<file path="src/rtl/crc_pkg.sv">
// Shared definitions for the streaming CRC engine: FSM encoding and the
// Ethernet CRC-32 constants used as parameter defaults.
package crc_pkg;

  typedef enum logic [1:0] {
    IDLE = 2'd0,
    RUN  = 2'd1,
    DONE = 2'd2
  } state_t;

  localparam logic [31:0] CRC32_POLY    = 32'h04C11DB7;
  localparam logic [31:0] CRC32_INIT    = 32'hFFFFFFFF;
  localparam logic [31:0] CRC32_XOROUT  = 32'hFFFFFFFF;
  localparam logic [31:0] CRC32_RESIDUE = 32'hDEBB20E3;

  function automatic logic [31:0] reverse32(input logic [31:0] v);
    logic [31:0] r;
    r = '0;
    for (int i = 0; i < 32; i++) r[i] = v[31-i];
    return r;
  endfunction

endpackage

</file>
<file path="src/rtl/crc_byte_step.sv">
// Combinational single-byte CRC update; bit order selected by REFLECT.
module crc_byte_step
  import crc_pkg::*;
#(
  parameter logic [31:0] POLY    = CRC32_POLY,
  parameter int          REFLECT = 1
) (
  input  logic [31:0] crc_in,
  input  logic [7:0]  data,
  output logic [31:0] crc_out
);

  localparam logic [31:0] POLY_REV = reverse32(POLY);

  always_comb begin
    crc_out = crc_in;
    if (REFLECT != 0) begin
      // LSB-first: the byte enters at the bottom and the register shifts right
      crc_out[7:0] = crc_in[7:0] ^ data;
      for (int i = 0; i < 8; i++)
        crc_out = crc_out[0] ? ((crc_out >> 1) ^ POLY_REV) : (crc_out >> 1);
    end else begin
      crc_out[31:24] = crc_in[31:24] ^ data;
      for (int i = 0; i < 8; i++)
        crc_out = crc_out[31] ? ((crc_out << 1) ^ POLY) : (crc_out << 1);
    end
  end

endmodule

</file>
<file path="src/rtl/crc_stream_engine.sv">
// Streaming CRC generator/checker: folds up to DATA_BYTES bytes per beat and
// reports one result per frame, one cycle after the last beat.
module crc_stream_engine
  import crc_pkg::*;
#(
  parameter int          DATA_BYTES = 1,
  parameter logic [31:0] POLY       = CRC32_POLY,
  parameter logic [31:0] INIT       = CRC32_INIT,
  parameter logic [31:0] XOROUT     = CRC32_XOROUT,
  parameter int          REFLECT    = 1,
  parameter logic [31:0] RESIDUE    = CRC32_RESIDUE
) (
  input  logic                    clk,
  input  logic                    rst,
  input  logic                    s_valid,
  output logic                    s_ready,
  input  logic [8*DATA_BYTES-1:0] s_data,
  input  logic [DATA_BYTES-1:0]   s_keep,
  input  logic                    s_last,
  input  logic                    s_abort,
  input  logic                    mode,
  output logic                    res_valid,
  output logic [31:0]             res_crc,
  output logic                    res_ok,
  output logic                    busy
);

  state_t      state, state_next;
  logic [31:0] crc_p0;
  logic        mode_p0;
  logic [31:0] res_crc_p1;
  logic        res_ok_p1;
  logic        accept, abort_hit, fold_en, frame_mode;
  logic [31:0] seed, crc_fold;

  assign s_ready    = !rst && (state != DONE);
  assign accept     = s_valid && s_ready;
  assign abort_hit  = s_abort && (state == RUN);
  assign fold_en    = accept && !abort_hit;
  assign seed       = (state == IDLE) ? INIT : crc_p0;
  assign frame_mode = (state == IDLE) ? mode : mode_p0;

  // Byte chain: a lane is folded only while every lower keep bit is also set
  for (genvar g = 0; g < DATA_BYTES; g++) begin : g_step
    logic [31:0] lane_in, stepped, lane_out;
    logic        keep_ok;
    if (g == 0) begin : g_first
      assign lane_in = seed;
      assign keep_ok = s_keep[0];
    end else begin : g_next
      assign lane_in = g_step[g-1].lane_out;
      assign keep_ok = g_step[g-1].keep_ok & s_keep[g];
    end
    crc_byte_step #(.POLY(POLY), .REFLECT(REFLECT)) u_step (
      .crc_in (lane_in),
      .data   (s_data[8*g +: 8]),
      .crc_out(stepped)
    );
    assign lane_out = keep_ok ? stepped : lane_in;
  end
  assign crc_fold = g_step[DATA_BYTES-1].lane_out;

  always_comb begin
    state_next = state;
    unique case (state)
      IDLE: if (accept) state_next = s_last ? DONE : RUN;
      RUN: begin
        if (s_abort)               state_next = IDLE;
        else if (accept && s_last) state_next = DONE;
      end
      DONE:    state_next = IDLE;
      default: state_next = IDLE;
    endcase
  end

  // Stage p0: running register; stage p1: result captured with the last beat
  always_ff @(posedge clk) begin
    if (rst) begin
      state      <= IDLE;
      crc_p0     <= INIT;
      mode_p0    <= 1'b0;
      res_crc_p1 <= '0;
      res_ok_p1  <= 1'b0;
    end else begin
      state <= state_next;
      if (fold_en) begin
        crc_p0 <= crc_fold;
        if (state == IDLE) mode_p0 <= mode;
        if (s_last) begin
          res_crc_p1 <= crc_fold ^ XOROUT;
          res_ok_p1  <= frame_mode && (crc_fold == RESIDUE);
        end
      end
    end
  end

  assign res_valid = !rst && (state == DONE);
  assign busy      = !rst && (state != IDLE);
  assign res_crc   = res_crc_p1;
  assign res_ok    = res_ok_p1;

endmodule

</file>
<file path="config.mk">
export PLATFORM = sky130hd
export DESIGN_NAME = crc_stream_engine
export DESIGN_NICKNAME = d
export VERILOG_FILES = /design/src/rtl/crc_pkg.sv /design/src/rtl/crc_byte_step.sv /design/src/rtl/crc_stream_engine.sv
export SDC_FILE = /design/constraint.sdc
export NUM_CORES = 1
export LEC_CHECK = 0
export ABC_AREA = 0
export CAP_MARGIN = 20
export CORE_UTILIZATION = 57
export DETAILED_ROUTE_END_ITERATION = 12
export PLACE_DENSITY = 0.81
export SLEW_MARGIN = 10
export SYNTH_ARGS = -nofsm -noshare
export SYNTH_HDL_FRONTEND = slang
export SYNTH_SLANG_ARGS = --single-unit
</file>
<file path="constraint.sdc">
create_clock -name clk -period 3.8 [get_ports clk]
set_input_delay 0.76 -clock clk [delete_from_list [all_inputs] [get_ports clk]]
set_output_delay 0.76 -clock clk [all_outputs]
set_load 0.01 [all_outputs]
</file>
The metal 1 layer:
The bar under the picture is 20 µm long.
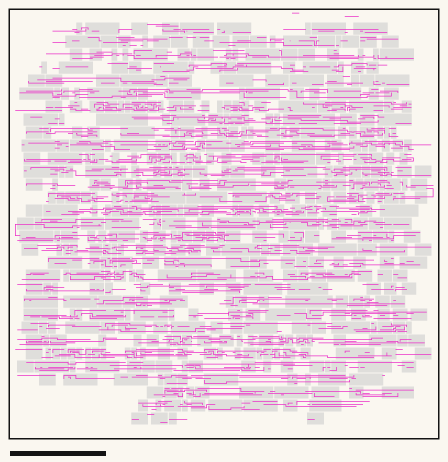
share of all routed wire: 43%
main direction: horizontal
wire length on this layer: 5190 µm
longest straight run: 33.1 µm
nets with wire on the layer: 499

==> metrics.log <==
[flow] summary of implementation run
INFO  metric status = complete, no violations
INFO  metric synth-cells-yosys = 501
INFO  metric number_of_global_route_vias_before_repair = 3627
INFO  metric wl_met1 = 5190 µm
INFO  metric global_route.usage.met1 = 0.425
INFO  metric critical_path_peak_fanout = 12
INFO  metric cts_hold_buffers = 0
INFO  metric remaining_global_route_overflow = 0
INFO  metric seqCellArea = around 1400 µm²
INFO  metric gp_congestion = 0.942
INFO  metric vias = 3922
INFO  metric simple_gate_share = 0.198
INFO  metric synth.cell_area = about 4400 µm²
INFO  metric grt_use_met3 = 0.0658
INFO  metric grt_max_degree = 70
INFO  metric timing.hold.worst.class = flip-flop to flip-flop
INFO  metric ys_async_sr_fraction = 0
INFO  metric ir_worst_vdd = 0.339 mV
INFO  metric synthDominantCellAreaShare = 0.311
INFO  metric number_of_buffers_inserted_by_port_buffering = roughly 50
INFO  metric clock_slew_seen_by_the_registers_of_the_worst_setup_and_hold_paths = about 0.07 ns
INFO  metric drc = 0
INFO  metric ctsRootBufferMaster = sky130_fd_sc_hd__clkbuf_8
INFO  metric cts_sinks = 68
INFO  metric ant_nets = 0
INFO  metric timing.critical_path.buf_inv = 1
INFO  metric fin_total_pwr = 2.24 mW
INFO  metric met3RoutedLength = around 1000 µm
INFO  metric syn_to_final_growth = 16.8%
INFO  metric r2r_start = state[0]$_SDFFE_PP0P_
INFO  metric num-nets-final = between 500 and 600
INFO  metric crit_path_start_kind = primary input
INFO  metric synth.cellmix.xorXnorShare = 0.207
INFO  metric top_logic_kind = AND-OR/OR-AND gates
INFO  metric number_of_antenna_violations_at_the_first_check_in_global_routing = 0
INFO  metric drt_iter0_markers = ~320
INFO  metric design.die.area = approximately 8000 µm²
INFO  metric design.portCount = between 50 and 60
INFO  metric max-clock-path-buffers = 2
INFO  metric r2r_setup_slack = 0.62 ns
INFO  metric finalCritPeriodShare = 0.873
INFO  metric netlist_top_cells_count = sky130_fd_sc_hd__nor2_1 (82), sky130_fd_sc_hd__dfxtp_1 (68), sky130_fd_sc_hd__xnor2_1 (36), sky130_fd_sc_hd__clkbuf_1 (33), sky130_fd_sc_hd__a211o_1 (28)
INFO  metric period_needed = 3.32 ns
INFO  metric gr-max-usage-layer = met2
INFO  metric routedWlPerCell = around 19 µm
INFO  metric critPathLaunch = s_data[1]
INFO  metric critical-path-max-stage-delay = 0.68 ns
INFO  metric synth-edff-count = 0
INFO  metric hold_slack = slightly below 0.5 ns
INFO  metric groute.usage.overall = 0.314
INFO  metric netlist_top_cells_area = sky130_fd_sc_hd__dfxtp_1 (31%), sky130_fd_sc_hd__xnor2_1 (7.2%), sky130_fd_sc_hd__nor2_1 (7.0%)
INFO  metric timing.slew.headroom = 0.365
INFO  metric power_leakage = 1.91 nW
INFO  metric met2_wirelength = 5490 µm
INFO  metric synth_chip_area = 4370 µm²
INFO  metric worst-setup-path-type = primary input to flip-flop
INFO  metric post_route_cells_drive_above_1_share = 0.108
INFO  metric synth_cell_types = between 50 and 60
INFO  metric grt_pass1_wl = 18800 µm
INFO  metric topRoutingLayerUsed = met4
INFO  metric cts-resized-gates = 0
INFO  metric finalMaxSlewViolations = 0
INFO  metric die_height = 89.6 µm
INFO  metric timing.final.setup_violations = 0
INFO  metric postLayoutCoreUtil = 0.697
INFO  metric htree_levels = 3
INFO  metric rsz0062_at_grt = no
INFO  metric std_cell_rows = 31
INFO  metric power_per_cell_area = about 440 nW/µm²
INFO  metric cts_tree = yes
INFO  metric synth_warnings = 0
Metal 2:
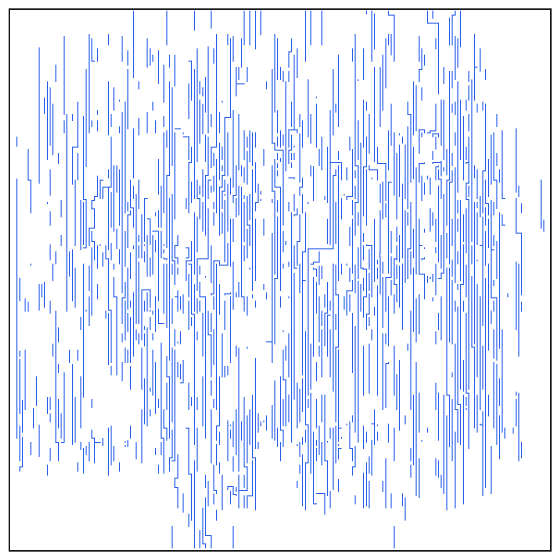
share of all routed wire: 45%
nets with wire on the layer: 480

[area by class of cell]
class | count | share of cell area
multi-input combinational | 374 | 0.537
sequential | 68 | 0.267
timing repair buffer | 68 | 0.122
clock buffer | 9 | 0.0243
tap | 99 | 0.0243
clock inverter | 6 | 0.0174
inverter | 11 | 0.00808
[worst paths after layout]
path,endpoint,cells past startpoint
max reg2reg,res_ok$_SDFFE_PP0P_,9
min,crc_p0[25]$_SDFFE_PP1P_,1
min reg2reg,crc_p0[25]$_SDFFE_PP1P_,1
max,res_ok$_SDFFE_PP0P_,9
[report_power, final]
group | switching, mW | internal, mW | leakage, nW | total [mW]
Sequential | 0.0530 | 0.760 | 0.558 | 0.813
Clock | 0.296 | 0.367 | 0.102 | 0.663
Combinational | 0.404 | 0.357 | 1.25 | 0.761
Total | 0.753 | 1.48 | 1.91 | 2.24
[layout by cell type (no fill, tap or decap), types with 9 or more instances in the layout]
cell type                         netlist  final
sky130_fd_sc_hd__clkdlybuf4s50_1        0     48
sky130_fd_sc_hd__buf_4                  2     18
sky130_fd_sc_hd__o211ai_1               9      9
sky130_fd_sc_hd__nand3_1                9      9
sky130_fd_sc_hd__xor2_1                15     15
sky130_fd_sc_hd__clkbuf_8               0      9
sky130_fd_sc_hd__xnor2_1               36     36
sky130_fd_sc_hd__xnor3_1               11     11
sky130_fd_sc_hd__nand2_1               12     12
sky130_fd_sc_hd__dfxtp_1               68     68
sky130_fd_sc_hd__a211oi_1              20     20
sky130_fd_sc_hd__o21ai_0               17     17
sky130_fd_sc_hd__nor2_1                82     82
sky130_fd_sc_hd__and2_1                12     11
sky130_fd_sc_hd__a21oi_1               14     14
sky130_fd_sc_hd__nor3_1                19     19
sky130_fd_sc_hd__inv_1                 11     11
sky130_fd_sc_hd__a211o_1               28     28
Power figures rest on the tool's default switching activity, not on a simulated workload.
